**config.mk**
```make
export PLATFORM = sky130hd
export DESIGN_NAME = dmem_access_ctrl
export DESIGN_NICKNAME = d
export VERILOG_FILES = /design/src/rtl/dmem_pkg.sv /design/src/rtl/dmem_access_ctrl_load_merge_ext.sv /design/src/rtl/dmem_access_ctrl.sv
export SDC_FILE = /design/constraint.sdc
export NUM_CORES = 1
export LEC_CHECK = 0
export ABC_AREA = 1
export CORE_MARGIN = 3
export CORE_UTILIZATION = 28
export CTS_BUF_LIST = sky130_fd_sc_hd__clkbuf_4
export CTS_CLUSTER_DIAMETER = 100
export DETAILED_ROUTE_END_ITERATION = 10
export REMOVE_ABC_BUFFERS = 1
export SLEW_MARGIN = 0
export SYNTH_ARGS = -nofsm -noshare
export SYNTH_HDL_FRONTEND = slang
export SYNTH_SLANG_ARGS = --single-unit
```
**constraint.sdc**
```tcl
create_clock -name clk -period 1.8 [get_ports clk]
set_input_delay 0.45 -clock clk [delete_from_list [all_inputs] [get_ports clk]]
set_output_delay 0.45 -clock clk [all_outputs]
set_load 0.02 [all_outputs]
```
**src/rtl/dmem_pkg.sv**
```systemverilog
// Shared definitions for the data-memory access controller: funct3 codes,
// FSM state encoding and the access-size helper.
package dmem_pkg;

    localparam logic [2:0] F3_B  = 3'b000;
    localparam logic [2:0] F3_H  = 3'b001;
    localparam logic [2:0] F3_W  = 3'b010;
    localparam logic [2:0] F3_D  = 3'b011;
    localparam logic [2:0] F3_BU = 3'b100;
    localparam logic [2:0] F3_HU = 3'b101;
    localparam logic [2:0] F3_WU = 3'b110;

    typedef enum logic [2:0] {
        IDLE = 3'd0,
        LD_A = 3'd1,
        LD_B = 3'd2,
        ST_B = 3'd3,
        RESP = 3'd4,
        ERR  = 3'd5
    } state_t;

    // Access size in bytes (1, 2, 4 or 8) from the low funct3 bits.
    function automatic logic [3:0] size_of(input logic [2:0] f3);
        return 4'd1 << f3[1:0];
    endfunction

endpackage

```
**src/rtl/dmem_access_ctrl_load_merge_ext.sv**
```systemverilog
// Combinational merge of one or two aligned doublewords into a load result:
// shift the byte window down by the offset, then sign/zero-extend per funct3.
module load_merge_ext
    import dmem_pkg::*;
(
    input  logic [63:0] i_lo,
    input  logic [63:0] i_hi,
    input  logic [2:0]  i_offset,
    input  logic [2:0]  i_func3,
    output logic [63:0] o_ext
);

    logic [5:0]  w_shamt;
    logic [63:0] w_raw;

    assign w_shamt = {i_offset, 3'b000};
    assign w_raw   = 64'({i_hi, i_lo} >> w_shamt);

    always_comb begin
        o_ext = w_raw;
        case (i_func3[1:0])
            2'd0:    o_ext = i_func3[2] ? {56'd0, w_raw[7:0]}
                                        : {{56{w_raw[7]}}, w_raw[7:0]};
            2'd1:    o_ext = i_func3[2] ? {48'd0, w_raw[15:0]}
                                        : {{48{w_raw[15]}}, w_raw[15:0]};
            2'd2:    o_ext = i_func3[2] ? {32'd0, w_raw[31:0]}
                                        : {{32{w_raw[31]}}, w_raw[31:0]};
            default: o_ext = w_raw;
        endcase
    end

endmodule

```
**src/rtl/dmem_access_ctrl.sv**
```systemverilog
// MEM-stage sequencer for the naturally-aligned data memory: accepts any
// alignment, splits misaligned accesses, and returns a one-cycle response.
//
// state | meaning
// IDLE  | ready for a request
// LD_A  | first (or only) load access, 1+RD_LAT cycles
// LD_B  | upper doubleword of a crossing load, 1+RD_LAT cycles
// ST_B  | store: one full store, or one byte store per cycle
// RESP  | resp_valid pulse for a completed access
// ERR   | resp_valid + resp_err pulse, no memory access made
module dmem_access_ctrl
    import dmem_pkg::*;
#(
    parameter int RD_LAT      = 1,
    parameter bit MISALIGN_EN = 1'b1
) (
    input  logic        clk,
    input  logic        rst,
    input  logic        req_valid,
    output logic        req_ready,
    input  logic        req_we,
    input  logic [63:0] req_addr,
    input  logic [63:0] req_wdata,
    input  logic [2:0]  req_func3,
    output logic        resp_valid,
    output logic [63:0] resp_rdata,
    output logic        resp_err,
    output logic        dmem_we,
    output logic        dmem_re,
    output logic [63:0] dmem_addr,
    output logic [63:0] dmem_data,
    output logic [2:0]  dmem_func3,
    input  logic [63:0] dmem_rdata
);

    localparam logic [2:0] LAT_INIT = 3'(RD_LAT);

    state_t      r_state;
    logic [2:0]  r_cnt;
    logic [2:0]  r_off;
    logic [2:0]  r_func3;
    logic        r_aligned;
    logic        r_cross;
    logic [63:0] r_lo;
    logic [63:0] r_wdata;

    logic [3:0]  w_size;
    logic        w_f3_ok;
    logic        w_mis;
    logic        w_cross;
    logic [63:0] w_merge_lo;
    logic [63:0] w_merged;

    assign w_size   = size_of(req_func3);
    assign w_f3_ok  = req_we ? ~req_func3[2] : (req_func3 != 3'b111);
    assign w_mis    = (req_addr[3:0] & (w_size - 4'd1)) != 4'd0;
    assign w_cross  = ({1'b0, req_addr[2:0]} + w_size) > 4'd8;

    assign req_ready = (r_state == IDLE);

    // In LD_B the lower half comes from the LD_A sample; otherwise hi is a don't-care.
    assign w_merge_lo = (r_state == LD_B) ? r_lo : dmem_rdata;

    load_merge_ext u_merge (
        .i_lo     (w_merge_lo),
        .i_hi     (dmem_rdata),
        .i_offset (r_off),
        .i_func3  (r_func3),
        .o_ext    (w_merged)
    );

    always_ff @(posedge clk) begin
        if (rst) begin
            r_state    <= IDLE;
            r_cnt      <= 3'd0;
            r_off      <= 3'd0;
            r_func3    <= 3'd0;
            r_aligned  <= 1'b0;
            r_cross    <= 1'b0;
            r_lo       <= 64'd0;
            r_wdata    <= 64'd0;
            resp_valid <= 1'b0;
            resp_rdata <= 64'd0;
            resp_err   <= 1'b0;
            dmem_we    <= 1'b0;
            dmem_re    <= 1'b0;
            dmem_addr  <= 64'd0;
            dmem_data  <= 64'd0;
            dmem_func3 <= 3'd0;
        end else begin
            case (r_state)
                IDLE: begin
                    resp_valid <= 1'b0;
                    resp_err   <= 1'b0;
                    if (req_valid) begin
                        r_off     <= req_addr[2:0];
                        r_func3   <= req_func3;
                        r_aligned <= ~w_mis;
                        r_cross   <= w_cross;
                        r_wdata   <= req_wdata >> 8;
                        if (!w_f3_ok || (w_mis && !MISALIGN_EN)) begin
                            r_state    <= ERR;
                            resp_valid <= 1'b1;
                            resp_err   <= 1'b1;
                            resp_rdata <= 64'd0;
                        end else if (req_we) begin
                            r_state   <= ST_B;
                            dmem_we   <= 1'b1;
                            dmem_addr <= req_addr;
                            if (w_mis) begin
                                dmem_func3 <= F3_B;
                                dmem_data  <= {56'd0, req_wdata[7:0]};
                                r_cnt      <= 3'(w_size - 4'd1);
                            end else begin
                                dmem_func3 <= req_func3;
                                dmem_data  <= req_wdata;
                                r_cnt      <= 3'd0;
                            end
                        end else begin
                            r_state <= LD_A;
                            dmem_re <= 1'b1;
                            r_cnt   <= LAT_INIT;
                            if (w_mis) begin
                                dmem_addr  <= {req_addr[63:3], 3'b000};
                                dmem_func3 <= F3_D;
                            end else begin
                                dmem_addr  <= req_addr;
                                dmem_func3 <= req_func3;
                            end
                        end
                    end
                end

                LD_A: begin
                    if (r_cnt != 3'd0) begin
                        r_cnt <= r_cnt - 3'd1;
                    end else if (r_aligned) begin
                        resp_rdata <= dmem_rdata;
                        resp_valid <= 1'b1;
                        dmem_re    <= 1'b0;
                        r_state    <= RESP;
                    end else if (r_cross) begin
                        r_lo      <= dmem_rdata;
                        dmem_addr <= dmem_addr + 64'd8;
                        r_cnt     <= LAT_INIT;
                        r_state   <= LD_B;
                    end else begin
                        resp_rdata <= w_merged;
                        resp_valid <= 1'b1;
                        dmem_re    <= 1'b0;
                        r_state    <= RESP;
                    end
                end

                LD_B: begin
                    if (r_cnt != 3'd0) begin
                        r_cnt <= r_cnt - 3'd1;
                    end else begin
                        resp_rdata <= w_merged;
                        resp_valid <= 1'b1;
                        dmem_re    <= 1'b0;
                        r_state    <= RESP;
                    end
                end

                ST_B: begin
                    if (r_cnt != 3'd0) begin
                        r_cnt     <= r_cnt - 3'd1;
                        dmem_addr <= dmem_addr + 64'd1;
                        dmem_data <= {56'd0, r_wdata[7:0]};
                        r_wdata   <= r_wdata >> 8;
                    end else begin
                        dmem_we    <= 1'b0;
                        resp_rdata <= 64'd0;
                        resp_valid <= 1'b1;
                        r_state    <= RESP;
                    end
                end

                RESP, ERR: begin
                    resp_valid <= 1'b0;
                    resp_err   <= 1'b0;
                    r_state    <= IDLE;
                end

                default: r_state <= IDLE;
            endcase
        end
    end

endmodule

```
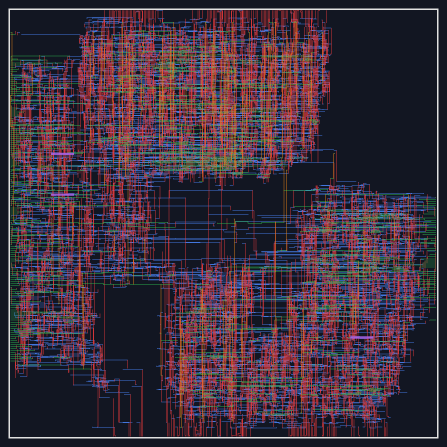
(images/wires.png)
(1.5 px per um)
layer	colour	wire length
metal 3	green	10,300 um
metal 2	red	48.8 mm
metal 1	blue	43.6 mm
metal 5	purple	41.4 um
metal 4	orange	5,310 um

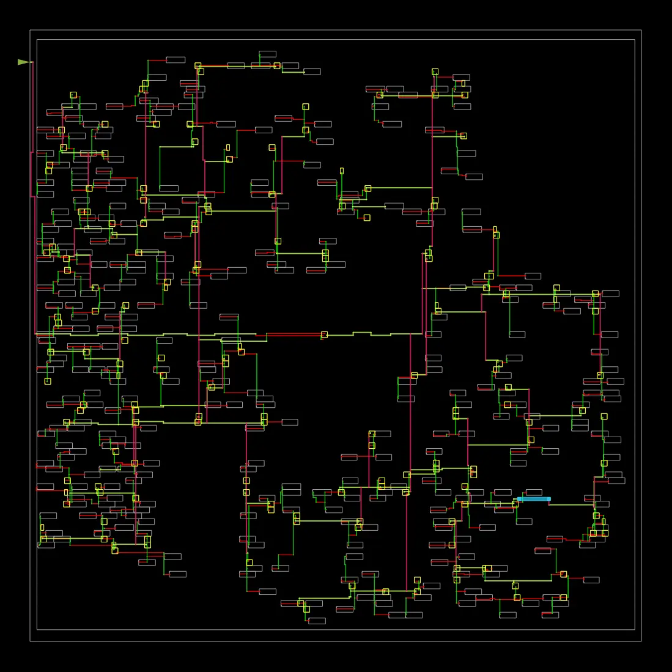
(images/clocks.png)
total of clock buffers placed in the layout: 150
clock buffer count from CTS: 100

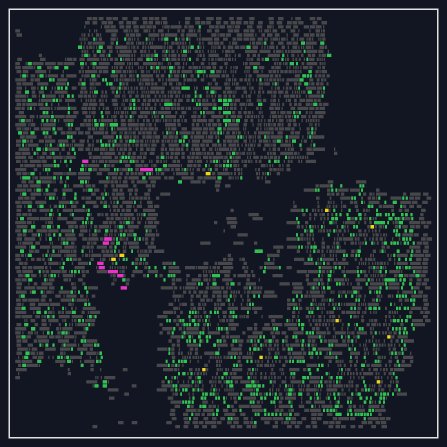
(images/logic_types.png)
(1.5 px per um)
family	colour	cells
fa/ha/maj cells	magenta	9
aoi and oai cells	green	940
non-inverting ao/oa cells	yellow	10

==> run_results.csv <==
group,metric,value,unit
yosys,syn-mean-instance-area,6.11,um^2
finish,area.combinational,14500,um^2
finish,nonClkBufAreaFrac,0.317,
clock_network,clock_tree_from_tritoncts,"yes",
yosys,yosys.cell_count.top_type,"sky130_fd_sc_hd__nand2_1",
grt,track_usage,0.247,
worst_setup_path,worst_r2r_startpoint,"r_state[2]$_SDFFE_PP0P_",
placement,post-place-ws,-0.975,ns
finish,seq_share,0.191,
die,num_rows,101,
placement,detailed_place.area,31000,um^2
yosys,yosys_register_bits,333,
status,violated_checks,"setup timing",
grt,grt_antenna_before_repair,6,
worst_setup_path,critical_path.max_stage_delay,0.33,ns
clock_network,cts_buffer_depth,3,
sta,timing.final.max_slew_violations,0,
yosys,synthFlopType,"sky130_fd_sc_hd__dfxtp_1",
yosys,ys_area,21700,um^2
pwr,pwr_density_cell,1060,nW/um^2
status,status,"finished, violations left",
worst_setup_path,crit_type,"flip-flop to flip-flop",
sta,setup_viol,370,
worst_setup_path,worstPathMaxFanout,11,
placement,hpwlAfterDp,73700,um
yosys,ys_async_sr_fraction,0,
yosys,ys_types,51,
yosys,synth_area_leader_cell,"sky130_fd_sc_hd__dfxtp_1",
yosys,synth.yosys.seq_area_share,0.307,
hold_path,worstHoldEndpoint,"dmem_data[7]$_SDFFE_PP0P_",
die,tap_cells,1030,
finish,combinational_share_of_cell_area,0.395,
finish,area_dominant_class,"logic gates",
sta,final_critical_path_setup_slack,-0.437,ns
routing,post_drt_wl_per_cell,19.1,um
clock_network,post_cts_resize_count,1665,
finish,instances_no_fill,5668,
## kinds of logic (layout without fill, tap and decap cells)
family | after synthesis | in the layout | synth area share
AND/OR/NAND/NOR | 1742 | 1742 | 0.347
AND-OR/OR-AND | 950 | 950 | 0.243
buffers and inverters | 514 | 1594 | 0.0953
flip-flops | 333 | 333 | 0.307
adder cells (fa/ha/maj) | 9 | 9 | 0.00553
XOR/XNOR | 6 | 6 | 0.00242
other | 0 | 4 | 0
## where the power goes
| part | switching (uW) | internal (uW) | total, uW |
|---|---|---|---|
| clock | 3750 | 3780 | 7530 |
| combinational | 11600 | 9820 | 21400 |
| sequential | 1070 | 8930 | 10000 |
| total | 16400 | 22500 | 38900 |
Power figures rest on the tool's default switching activity, not on a simulated workload.
